Fig. 1: power grid
Pins as bars on the die edge.
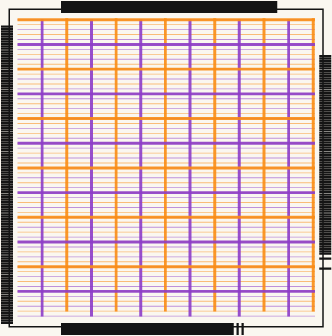
Fig. 2: placement by cell class
The bar under the picture is 50 um long.
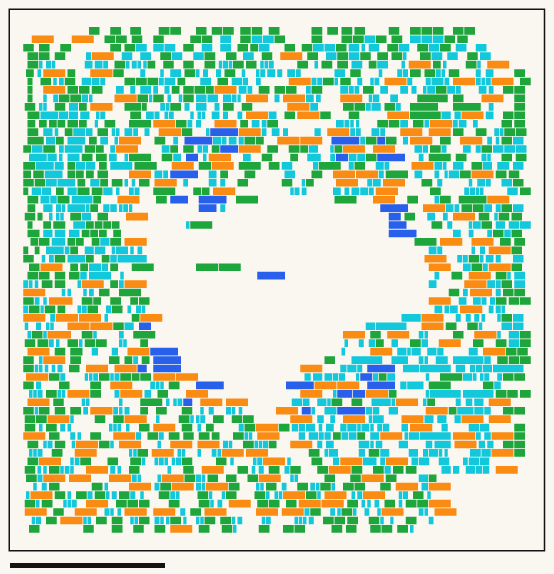
Design id_ex_stage_flat, sky130hd; sources not shown.
==> reports/qor.yml <==
synth:
  fp_nets: 1321
  area_leaders: "dfxtp_1, nand2_1, nand3_1"
  flop_cell: "dfxtp_1"
  compound_area_share_pct: 13.4
  topCombFamilyByArea: "simple AND/OR/NAND/NOR gates"
  synth-seq-cells: 184
  yosysTopAreaCell: "dfxtp_1"
  ys_sh_xor_pct: 5.73
  ys_cells: 1077
  ys_sh_adder_pct: 0.141
  synthMuxAreaShare_pct: 7.57
  edf_count: 0
  syn_area_per_cell_um2: 8.23
  syn_inst: 1077
  yosys_warnings: 0
cells_and_area:
  antenna_cells: 2
  largest_class: "non-clock buffers"
  n_all_buffers: 548
  final_cell_mix: "clkdlybuf4s50_1, nand2_1, dfxtp_1"
  layout_top_cell: "clkdlybuf4s50_1"
  nFillCells: 2390
  nNetsFinal: 1789
  comb_area_mm2: 0.00500
setup_path:
  cpPeakStageDelay_ns: 0.28
  critPathKind: "primary input to primary output"
  worstPathRequired_ns: 1.82
  cp_num_cells: 7
  critical_path.top_delay_family: "simple AND/OR/NAND/NOR gates"
detailed_routing:
  wl_mm: 35.2
  num_vias: 9597
  wire_per_inst_um: 18.5
  wl_met2_mm: 17.5
  wl_met1_mm: 13.8
  viasPerCell: 5.05
global_routing:
  use_met2_pct: 37.6
  antenna_found_initial: 3
  busiest_layer: "met2"
  grt_first_pass_wirelength_mm: 51.9
timing:
  fmaxAchievable_ghz: 0.367
  tns_ns: -0.123
  setup_viol: 1
  timing.hold.ws_ns: 0.454
  fin_ws_ns: -0.123
  hold_viol_final: 0
  rsz0062_at_grt: "true"
pwr:
  design_power_total_mw: 7.03
  p_per_area_mw_per_mm2: 460
  p_leak_nw: 6.12
place:
  placed_area_mm2: 0.0141
  dp_cells: 1843
die:
  design.portCount: 438
  dieArea_mm2: 0.0299
  tapCellCount: 341
job:
  warnings: 28
clock_network:
  htreeDepth: 4
  cts_tree: "yes"
  post_cts_resized: 89
  root_buffer: "clkbuf_16"
  clockBufferDepth: 2
hold_path:
  hold_path.class: "flop to flop"
outcome:
  status: "complete, but fails checks"
  violations: "negative setup slack"
-- Fig. 1 (at the start) --
color	net
purple	VSS
orange	VDD
met5 straps	12
met4 straps	12
rows	60
worst vdd ir: 0.444 mV
Die H: 174 um

-- Fig. 2 (at the start) --
color	class	cells	share of their area
cyan	all other logic	794	34%
blue	clock drivers and dummy loads	32	4.1%
orange	flip-flops	184	25%
green	other buffers and delay cells	548	37%
sequential cell area share: 24.1%
Core Area: 0.0267 mm^2
Final Instance Area: 0.0153 mm^2
Final Core Density: 57.2%
Rows: 60

==> synth_stat cells (4+ instances only) <==
master / count
dfxtp_1: 184
nand4_1: 5
nand3_1: 165
a211oi_1: 4
nor2b_1: 4
nand2b_1: 4
o31ai_1: 64
xor2_1: 39
buf_2: 26
and2_1: 29
o21ai_0: 64
nor3_1: 5
a2111oi_0: 8
mux2i_1: 67
and4_1: 5
buf_1: 5
buf_4: 19
nand2_1: 260
a2111oi_2: 9
inv_1: 5
and3_1: 6
clkbuf_1: 48
xnor2_1: 19
nor2_1: 9
a21oi_1: 5
==> power by group <==
part           internal (mW)  leakage (nW)  switching, mW
clock                   1.34         0.294           1.32
combinational          0.756          4.33          0.630
sequential              2.93          1.50         0.0632
total                   5.02          6.12           2.01
Power is estimated from default activity; no workload was simulated.
